--- config.mk ---
export PLATFORM = sky130hd
export DESIGN_NAME = dmem_bridge
export DESIGN_NICKNAME = d
export VERILOG_FILES = /design/src/rtl/dmem_bridge.sv
export SDC_FILE = /design/constraint.sdc
export NUM_CORES = 1
export LEC_CHECK = 0
export CORE_MARGIN = 2
export CORE_UTILIZATION = 39
export CTS_CLUSTER_DIAMETER = 200
export DETAILED_ROUTE_END_ITERATION = 7
export GPL_ROUTABILITY_DRIVEN = 1
export GPL_TIMING_DRIVEN = 0
export PLACE_DENSITY = 0.77
export SLEW_MARGIN = 10
export SYNTH_ARGS = -nofsm -noshare
export SYNTH_HDL_FRONTEND = slang
export SYNTH_SLANG_ARGS = --single-unit
--- constraint.sdc ---
create_clock -name clk -period 1.9 [get_ports clk]
set_input_delay 0.38 -clock clk [delete_from_list [all_inputs] [get_ports clk]]
set_output_delay 0.38 -clock clk [all_outputs]
set_load 0.05 [all_outputs]
--- src/rtl/dmem_bridge.sv ---
// dmem_bridge: LSU-to-data-memory bridge.
// Turns a level-held LSU load/store request into a single req/gnt/rvalid bus
// transaction with a word address and byte enables. Load data comes back
// shifted so the addressed byte/half sits in the low bits. The core is stalled
// until the access completes. Misaligned accesses and bus timeouts raise a
// one-cycle err pulse.
// Optional feature: define DMEM_BRIDGE_TIMEOUT_EN to build the bus timeout
// counter. Without it the bridge waits indefinitely for gnt/rvalid.
//
// state | meaning
// IDLE  | no access in flight, decode the LSU request
// REQ   | mem_req asserted, address/be/wdata/we held until mem_gnt
// RESP  | read granted, waiting for mem_rvalid
// DONE  | access complete, stall released for one cycle
// ERR   | misaligned access or timeout, err high and stall released for one cycle
module dmem_bridge #(
  parameter int unsigned TIMEOUT_CYCLES = 255
) (
  input  logic        clk,
  input  logic        rst_n,
  input  logic [31:0] address,
  input  logic        read_en,
  input  logic        write_en,
  input  logic [1:0]  load_size,
  input  logic [1:0]  store_size,
  input  logic [31:0] store_data,
  output logic [31:0] load_data,
  output logic        stall,
  output logic        err,
  output logic        mem_req,
  output logic        mem_we,
  output logic [31:0] mem_addr,
  output logic [3:0]  mem_be,
  output logic [31:0] mem_wdata,
  input  logic        mem_gnt,
  input  logic        mem_rvalid,
  input  logic [31:0] mem_rdata
);

  typedef enum logic [2:0] {
    S_IDLE,
    S_REQ,
    S_RESP,
    S_DONE,
    S_ERR
  } state_t;

  state_t      state;
  logic        req;
  logic [1:0]  req_size;
  logic [1:0]  off;
  logic [1:0]  off_q;
  logic        aligned;
  logic [3:0]  be_next;
  logic [31:0] wdata_next;
  logic        tmo_hit;

  assign req   = read_en | write_en;
  assign stall = req & (state != S_DONE) & (state != S_ERR);

  // Decode alignment and store lane placement; a store outranks a load.
  always_comb begin
    req_size   = write_en ? store_size : load_size;
    off        = address[1:0];
    be_next    = 4'b1111;
    wdata_next = 32'h0;
    case (req_size)
      2'b00:   aligned = 1'b1;
      2'b01:   aligned = ~off[0];
      2'b10:   aligned = (off == 2'b00);
      default: aligned = 1'b0;
    endcase
    if (write_en) begin
      case (store_size)
        2'b00: begin
          be_next    = 4'b0001 << off;
          wdata_next = {4{store_data[7:0]}};
        end
        2'b01: begin
          be_next    = 4'b0011 << off;
          wdata_next = {2{store_data[15:0]}};
        end
        default: begin
          be_next    = 4'b1111;
          wdata_next = store_data;
        end
      endcase
    end
  end

`ifdef DMEM_BRIDGE_TIMEOUT_EN
  logic [15:0] tmo_cnt;
  logic [15:0] tmo_next;

  assign tmo_next = tmo_cnt + 16'd1;
  assign tmo_hit  = (tmo_next >= 16'(TIMEOUT_CYCLES));

  // Count cycles spent on the bus; restart from zero whenever idle.
  always_ff @(posedge clk or negedge rst_n) begin
    if (!rst_n) begin
      tmo_cnt <= 16'd0;
    end else if (state == S_IDLE) begin
      tmo_cnt <= 16'd0;
    end else if ((state == S_REQ) || (state == S_RESP)) begin
      tmo_cnt <= tmo_next;
    end
  end
`else
  assign tmo_hit = 1'b0;
`endif

  // Transaction sequencer with registered bus and result outputs.
  always_ff @(posedge clk or negedge rst_n) begin
    if (!rst_n) begin
      state     <= S_IDLE;
      mem_req   <= 1'b0;
      mem_we    <= 1'b0;
      mem_addr  <= 32'h0;
      mem_be    <= 4'h0;
      mem_wdata <= 32'h0;
      load_data <= 32'h0;
      err       <= 1'b0;
      off_q     <= 2'b00;
    end else begin
      err <= 1'b0;
      case (state)
        S_IDLE: begin
          if (req) begin
            if (aligned) begin
              mem_addr  <= {address[31:2], 2'b00};
              mem_be    <= be_next;
              mem_wdata <= wdata_next;
              mem_we    <= write_en;
              off_q     <= off;
              mem_req   <= 1'b1;
              state     <= S_REQ;
            end else begin
              err       <= 1'b1;
              load_data <= 32'h0;
              state     <= S_ERR;
            end
          end
        end
        S_REQ: begin
          // A grant on the same cycle as the timeout still completes the access.
          if (mem_gnt) begin
            mem_req <= 1'b0;
            state   <= mem_we ? S_DONE : S_RESP;
          end else if (tmo_hit) begin
            mem_req   <= 1'b0;
            err       <= 1'b1;
            load_data <= 32'h0;
            state     <= S_ERR;
          end
        end
        S_RESP: begin
          if (mem_rvalid) begin
            load_data <= mem_rdata >> {off_q, 3'b000};
            state     <= S_DONE;
          end else if (tmo_hit) begin
            err       <= 1'b1;
            load_data <= 32'h0;
            state     <= S_ERR;
          end
        end
        S_DONE:  state <= S_IDLE;
        S_ERR:   state <= S_IDLE;
        default: state <= S_IDLE;
      endcase
    end
  end

endmodule
Run 1, wires at chosen ports, followed through buffers:
The bar under the picture is 20 um long.
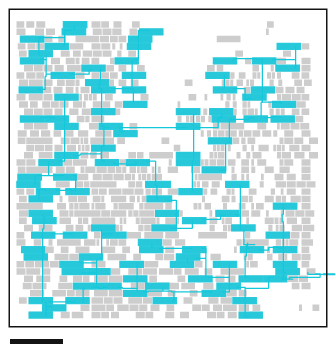
Key: cyan = rst_n [bits 1, direction input, end cells 106, buffers 3, wire 841 um]

Run 1, metal layers overlaid:
Two of the layers only.
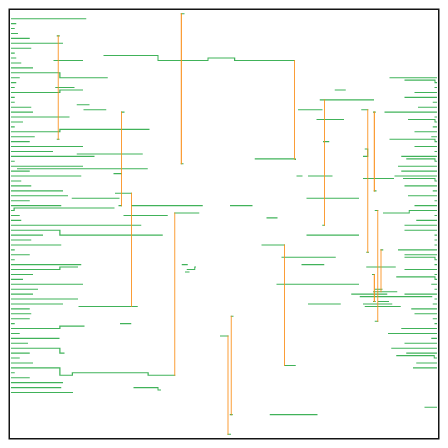
Key: green = M3 [wire length 1630 um]; orange = M4 [wire length 433 um]
gr usage total: 0.248
Vias: 4673
WL final: 17300 um
WL per Instance: 19.9 um

==> flow_metrics.env, run 1 <==
# yosys + openroad results
export IMPL_status="complete, but fails checks"
export IMPL_failed_checks="negative setup slack"
export IMPL_slew_violations=0
export IMPL_cts_buffers=9
export IMPL_vias_per_cell=5.40
export IMPL_fin_worst_skew_ns=0.00559
export IMPL_layout_top_cells="dfrtp_1 (103), clkdlybuf4s50_1 (101), dlygate4sd2_1 (94)"
export IMPL_setup_ws_ns=-0.103
export IMPL_gp_congestion=0.899
export IMPL_crit_type="reg2reg"
export IMPL_die_width_um=118
export IMPL_finalCritPeriodShare=1.05
export IMPL_reg2reg_depth=7
export IMPL_htree_levels=3
export IMPL_cp_start_kind="register"
export IMPL_fmax_mhz=499
export IMPL_critPathCapture="mem_addr[17]"
export IMPL_slowest_stage="dfrtp_2"
export IMPL_finalSetupViolCount=60
export IMPL_cp_common_cell="buf_6"
export IMPL_cts_sinks=106
export IMPL_ys_seq_elements=106
Run 1, met2 routing:
The bar under the picture is 20 um long.
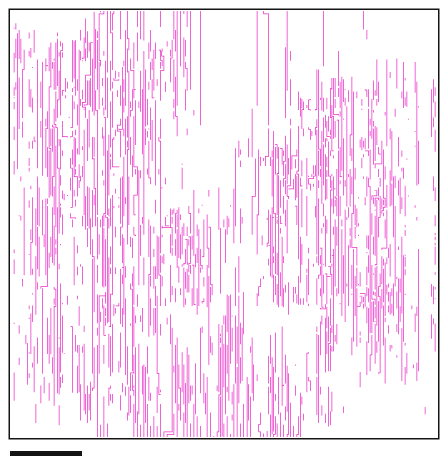
The longest straight run is 51.3 um. The wires run mostly vertical.
met2 usage: 0.391

[run 1: power by group]
group,internal [W],total (W),switching (W)
registers,0.00336,0.00413,0.000769
clock network,0.00105,0.00189,0.000847
logic,0.00322,0.00928,0.00606
total,0.00763,0.0153,0.00768
[run 1: tightest hold or removal path: cells and delay by family]
family	cells	cell delay, ns
compound gates	1	0.05
buf+inv	1	0.23
simple gates	1	0.13
[run 1: Yosys cell counts (2+ instances only)]
cell | n | area, um^2
nand2_1 | 55 | 206
o2bb2ai_1 | 23 | 201
clkbuf_1 | 19 | 71.3
a211oi_1 | 2 | 15.0
a21oi_1 | 11 | 55.1
nand2b_1 | 2 | 12.5
a2bb2oi_1 | 3 | 26.3
nor3_1 | 12 | 60.1
o21ai_0 | 45 | 225
dfrtp_1 | 106 | 2650
mux2i_1 | 42 | 420
nor2b_1 | 2 | 12.5
o22ai_1 | 9 | 56.3
buf_2 | 6 | 30.0
o22a_1 | 2 | 17.5
or2_1 | 2 | 12.5
buf_4 | 3 | 22.5
a22o_1 | 16 | 140
nor2_1 | 9 | 33.8
buf_6 | 6 | 67.6
inv_1 | 3 | 11.3
a22oi_1 | 16 | 120
a31oi_1 | 2 | 12.5
mux2_2 | 35 | 394
buf_1 | 3 | 11.3
mux2_1 | 5 | 56.3
[run 1: what timing repair did]
action | in CTS | in global routing
hold endpoints to repair | 41 | 0
gates resized | 148 | 53
hold buffers | 1 | 0
gates cloned | 2 | 1
setup endpoints to repair | 189 | 97
pin swaps | 3 | 3
buffers inserted | 13 | 3
[run 1: cell families after synthesis]
logic type             Yosys count  share of synthesized area
DFF                            106                      0.520
muxes                           82                      0.171
buffers and inverters           40                     0.0420
and+or+nand+nor                 89                     0.0780
AOI/OAI and AO/OA              137                      0.188
other                            1                   0.000735
[run 1: cell type report]
cell class / count / area (um^2)
Sequential cell: 106 / 2660
Timing Repair Buffer: 225 / 2190
Inverter: 3 / 11.3
Buffer: 35 / 225
Clock buffer: 10 / 239
Multi-Input combinational cell: 310 / 2530
Tap cell: 172 / 215
Clock inverter: 5 / 55.1
Fill cell: 1013 / 4550
[run 1: routing by layer]
metal / GRT usage / up-vias / wire length (um)
li1: - / 2139 / -
met1: 0.316 / 2253 / 7160
met2: 0.391 / 249 / 8050
met3: 0.0849 / 32 / 1630
met4: 0.0904 / 0 / 432
met5: 0 / - / 0
[run 1: flip-flops by register name, indices dropped and copies added, names as in the netlist]
register / count
mem_wdata: 32
load_data: 32
mem_req: 1
mem_addr: 30
state: 3
err: 1
mem_be: 4
off_q: 2
mem_we: 1
[run 1: through the flow]
step | util | hold WS [ns]
2_1_floorplan | - | 0.0844
3_3_place_gp | 0.582 | 0.466
3_5_place_dp | 0.584 | 0.324
4_1_cts | 0.625 | 0.489
5_1_grt | 0.641 | 0.490
6_report | 0.641 | 0.483
--- run 2 (diff from run 1) ---
--- a/config.mk
+++ b/config.mk
@@ -5,6 +5,7 @@
 export SDC_FILE = /design/constraint.sdc
 export NUM_CORES = 1
 export LEC_CHECK = 0
+export CAP_MARGIN = 15
 export CORE_MARGIN = 2
 export CORE_UTILIZATION = 39
 export CTS_CLUSTER_DIAMETER = 200
Run 2, met2 routing:
The bar under the picture is 20 um long.
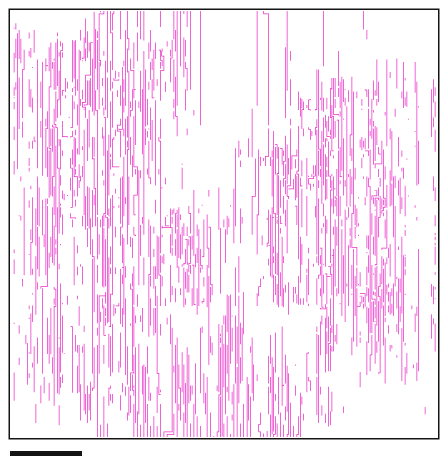
715 nets have wire on it. The layer carries 8050 um of wire. The wires run mostly vertical. The longest straight run is 51.3 um. The layer holds 47% of the routed length.

==> flow_metrics.env, run 2 <==
# yosys + openroad results
export IMPL_register_area_um2=2660
export IMPL_slew_violations=0
export IMPL_fin_worst_skew_ns=0.00559
export IMPL_die_width_um=118
export IMPL_die_h_um=118
export IMPL_synthTopCellsByCount="dfrtp_1 (106), nand2_1 (55), o21ai_0 (45), mux2i_1 (42), mux2_2 (35)"
export IMPL_wl_um=17300
export IMPL_top_area_cell="dfrtp_1"
export IMPL_cp_start_kind="register"
export IMPL_reg_top3="load_data x32, mem_wdata x32, mem_addr x30"
export IMPL_crit_type="reg2reg"
export IMPL_status="complete, but fails checks"
export IMPL_comb_area_um2=2530
export IMPL_top_cells_by_area="dfrtp_1 (52%), mux2i_1 (8.2%), mux2_2 (7.7%), o21ai_0 (4.4%), nand2_1 (4.0%)"
export IMPL_layout_top_cells="dfrtp_1 (103), clkdlybuf4s50_1 (101), dlygate4sd2_1 (94)"
export IMPL_nFillCells=1013
export IMPL_dpl_cell_area_um2=7400
export IMPL_gp_congestion=0.899
export IMPL_finalCritPeriodShare=1.05
export IMPL_p_leak_nw=3.74
export IMPL_cts_sinks=106
export IMPL_worst_pin_slew_ns=0.761
export IMPL_routedWlPerCell_um=19.9
export IMPL_ys_seq_elements=106
export IMPL_vias=4673
export IMPL_grt_overflow_total=0
export IMPL_layout_top_cell="dfrtp_1"
export IMPL_drive_above_1_share=0.186
export IMPL_grt_use_total=0.248
export IMPL_crit_required_ns=2.14
export IMPL_fmax_mhz=499
export IMPL_failed_checks="negative setup slack"
export IMPL_ys_types=42
export IMPL_top_cell="dfrtp_1"
export IMPL_setup_ws_ns=-0.103
export IMPL_post_synth_top_area_fraction=0.520
export IMPL_htree_levels=3
export IMPL_finalSetupViolCount=60
export IMPL_max_vdd_ir_drop_uv=1260
export IMPL_vias_per_cell=5.40
export IMPL_cts_buffers=9
export IMPL_cts_buffer_depth=2
export IMPL_synthCells=455
[run 2: cell counts after synthesis]
Identical to the previous run, type by type.
[run 2: report_power, final]
group | total (W) | leakage [nW] | internal, W | switching [W]
Sequential | 0.00413 | 1.30 | 0.00336 | 0.000769
Clock | 0.00189 | 0.140 | 0.00105 | 0.000847
Combinational | 0.00928 | 2.30 | 0.00322 | 0.00606
[run 2: cells by family (layout without fill, tap and decap cells)]
| group | count (synthesis) | count (layout) | share of synthesized area |
|---|---|---|---|
| AND/OR/NAND/NOR | 89 | 89 | 0.0780 |
| buffers and inverters | 40 | 278 | 0.0420 |
| AND-OR/OR-AND | 137 | 137 | 0.188 |
| multiplexers | 82 | 82 | 0.171 |
| flip-flops | 106 | 106 | 0.520 |
| other | 1 | 2 | 0.000735 |
[run 2: worst paths after layout]
check / start / to / slack [ns] / depth (start not counted)
max: state[2] / mem_addr[17] / -0.10 / 7
min in group asynchronous: rst_n / load_data[5] / 0.52 / 2
min: address[1] / mem_be[2] / 0.48 / 3
max reg2reg: state[2] / mem_addr[17] / -0.10 / 7
min reg2reg: mem_wdata[12] / mem_wdata[12] / 0.49 / 1
max in group asynchronous: rst_n / load_data[23] / 0.72 / 3
[run 2: critical path: stages (launching register included)]
cell and delay (ns):
dfrtp_2 0.42, or2_4 0.27, or3_1 0.32, buf_6 0.14
a21oi_4 0.13, buf_12 0.16, buf_6 0.13, mux2_2 0.33
[run 2: metrics by stage]
step	utilization	setup TNS, ns	hold slack [ns]	total power, W	setup WS [ns]
2_1_floorplan	-	-4.79	0.0844	0.0100	-0.186
5_1_grt	0.641	-6.94	0.490	0.0160	-0.161
6_report	0.641	-3.81	0.483	0.0153	-0.103
3_5_place_dp	0.584	-51.91	0.324	0.0133	-0.794
3_3_place_gp	0.582	-414.76	0.466	0.0131	-3.45
4_1_cts	0.625	-8.35	0.489	0.0150	-0.168
[run 2: metal layers]
| layer | part of all wire | wire length (um) | global-route usage |
|---|---|---|---|
| met2 | 0.47 | 8050 | 0.391 |
| met3 | 0.094 | 1630 | 0.0849 |
| met5 | 0 | 0 | 0 |
| met1 | 0.41 | 7160 | 0.316 |
| met4 | 0.025 | 432 | 0.0904 |
[run 2: layout make-up]
cell class / count / area share
inverter: 3 / 0.00139
buffer: 35 / 0.0277
timing repair buffer: 225 / 0.270
clock inverter: 5 / 0.00678
multi-input combinational: 310 / 0.311
clock buffer: 10 / 0.0294
tap: 172 / 0.0265
sequential: 106 / 0.327
[run 2: what timing repair did]
action / CTS / global route
setup buffers: 13 / 3
setup endpoints to repair: 189 / 97
pin swaps: 3 / 3
endpoints found under the hold margin: 41 / 0
hold buffers: 1 / 0
gates resized: 148 / 53
gates cloned: 2 / 1
--- run 3 (diff from run 2) ---
--- a/config.mk
+++ b/config.mk
@@ -10,7 +10,7 @@
 export CORE_UTILIZATION = 39
 export CTS_CLUSTER_DIAMETER = 200
 export DETAILED_ROUTE_END_ITERATION = 7
-export GPL_ROUTABILITY_DRIVEN = 1
+export GPL_ROUTABILITY_DRIVEN = 0
 export GPL_TIMING_DRIVEN = 0
 export PLACE_DENSITY = 0.77
 export SLEW_MARGIN = 10
Run 3, metal layers overlaid:
Two of the layers only.
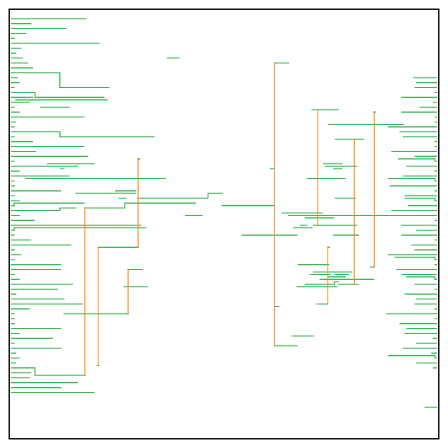
WL final: 16900 um
Vias: 4725
gr usage total: 0.239

==> flow_metrics.env, run 3 <==
# yosys + openroad results
export IMPL_vias_per_cell=5.45
export IMPL_reg2reg_depth=7
export IMPL_htree_levels=3
export IMPL_slowest_stage="clkdlybuf4s50_1"
export IMPL_r2r_start="state[0]"
export IMPL_top_cell="dfrtp_1"
export IMPL_ys_sh_mux=0.171
export IMPL_ys_seq_elements=106
export IMPL_pre_cts_ws_ns=-0.804
export IMPL_cp_start_kind="primary input"
export IMPL_register_area_um2=2660
export IMPL_r2r_slack_ns=-0.12
export IMPL_failed_checks="negative setup slack"
export IMPL_status="complete, but fails checks"
export IMPL_fmax_mhz=493
export IMPL_crit_required_ns=2.14
export IMPL_finalSetupViolCount=39
export IMPL_die_width_um=118
export IMPL_top_area_cell="dfrtp_1"
export IMPL_min_delay_start="address[1]"
export IMPL_reg_top3="load_data x32, mem_wdata x32, mem_addr x30"
export IMPL_synthTopCellsByCount="dfrtp_1 (106), nand2_1 (55), o21ai_0 (45), mux2i_1 (42), mux2_2 (35)"
export IMPL_logic_family="AND-OR/OR-AND gates"
export IMPL_xor_share=0
export IMPL_cp_top_family="buffers and inverters"
export IMPL_cp_slowest_stage_delay_ns=0.50
export IMPL_holdPathStages=3
export IMPL_cts_sinks=106
export IMPL_crit_type="in2reg"
export IMPL_worst_pin_slew_ns=0.720
export IMPL_p_leak_nw=3.81
export IMPL_finalCritPeriodShare=1.07
export IMPL_comb_area_um2=2530
export IMPL_fin_worst_skew_ns=0.00879
export IMPL_compound_area_frac=0.188
export IMPL_layout_top_cells="dfrtp_1 (104), clkdlybuf4s50_1 (101), dlygate4sd2_1 (86)"
export IMPL_setup_ws_ns=-0.130
export IMPL_drive_above_1_share=0.191
export IMPL_crit_buf_inv=2
export IMPL_r2r_end="mem_wdata[24]"
export IMPL_synthAdderAreaFrac=0
export IMPL_top_cells_by_area="dfrtp_1 (52%), mux2i_1 (8.2%), mux2_2 (7.7%), o21ai_0 (4.4%), nand2_1 (4.0%)"
export IMPL_cts_buffers=9
export IMPL_dpl_cell_area_um2=7400
export IMPL_crit_chain="clkdlybuf4s50_1 -> mux2_2 -> nor3_2 -> o21ai_2 -> clkbuf_4 -> a22o_1"
export IMPL_grt_overflow_total=0
==> run 3: netlist changes by cell type in the layout (fill, tap and decap cells not counted), moves of 3 or more <==
cell            previous run  this run
dlygate4sd2_1             94        86
dlymetal6s2s_1             7        15
buf_6                     12        18
o2bb2ai_2                  7        13
o2bb2ai_1                 12         7
buf_8                      5         2
==> run 3: how the worst max path moves through the flow <==
stage          cells after the start            end           from
2_1_floorplan                      7   mem_addr[10]       state[0]
3_3_place_gp                       1  mem_wdata[16]          rst_n
3_5_place_dp                       7  mem_wdata[16]  store_size[1]
4_1_cts                            5   load_data[6]       state[2]
5_1_grt                            6   mem_wdata[6]   load_size[0]
6_report                           6   mem_wdata[6]   load_size[0]
==> run 3: where the power goes <==
part	leakage (nW)	internal (W)	switching (W)	total, W
Clock	0.147	0.00108	0.000812	0.00189
Sequential	1.30	0.00336	0.000783	0.00414
Combinational	2.37	0.00323	0.00602	0.00925
Total	3.81	0.00766	0.00761	0.0153
==> run 3: logic make-up after synthesis <==
kind of cell / count (synthesis)
AND/OR/NAND/NOR: 89
AND-OR/OR-AND: 137
other: 1
flip-flops: 106
multiplexers: 82
buffers and inverters: 40
==> run 3: area by class of cell <==
cell class / instances / share of cell area
Sequential cell: 106 / 0.326
Multi-Input combinational cell: 310 / 0.311
Timing Repair Buffer: 228 / 0.274
Clock buffer: 11 / 0.0310
Tap cell: 172 / 0.0264
Buffer: 34 / 0.0253
Clock inverter: 3 / 0.00491
Inverter: 3 / 0.00138
==> run 3: through the flow <==
step           power (W)  hold slack (ns)  utilization  TNS (ns)
6_report          0.0153            0.468        0.643     -3.28
5_1_grt           0.0160            0.478        0.643     -7.57
4_1_cts           0.0151            0.494        0.630     -5.86
3_5_place_dp      0.0133            0.294        0.584    -53.42
3_3_place_gp      0.0131            0.466        0.582   -419.22
2_1_floorplan     0.0100           0.0844            -     -4.79
==> run 3: layer usage <==
layer  GRT usage  wire length, um  up-vias
met4      0.0806              324        0
met1       0.305             7080     2328
met3      0.0772             1600       22
met2       0.383             7940      230
li1            -                -     2145
met5           0                0        -
==> run 3: worst register-to-register path, delay by kind of cell (launching register included) <==
family | cells | cell delay, ns
compound gates | 2 | 0.31
buf+inv | 3 | 0.42
flops | 1 | 0.41
simple gates | 2 | 0.81
==> run 3: timing repair <==
item                                   4_1_cts  5_1_grt
pin swaps                                   16       12
hold buffers                                 1        0
resized                                    159       35
setup endpoints to repair                  178      112
gates cloned                                 3        1
endpoints found under the hold margin       34        0
setup buffers                               15        3
Power is estimated from default activity; no workload was simulated.
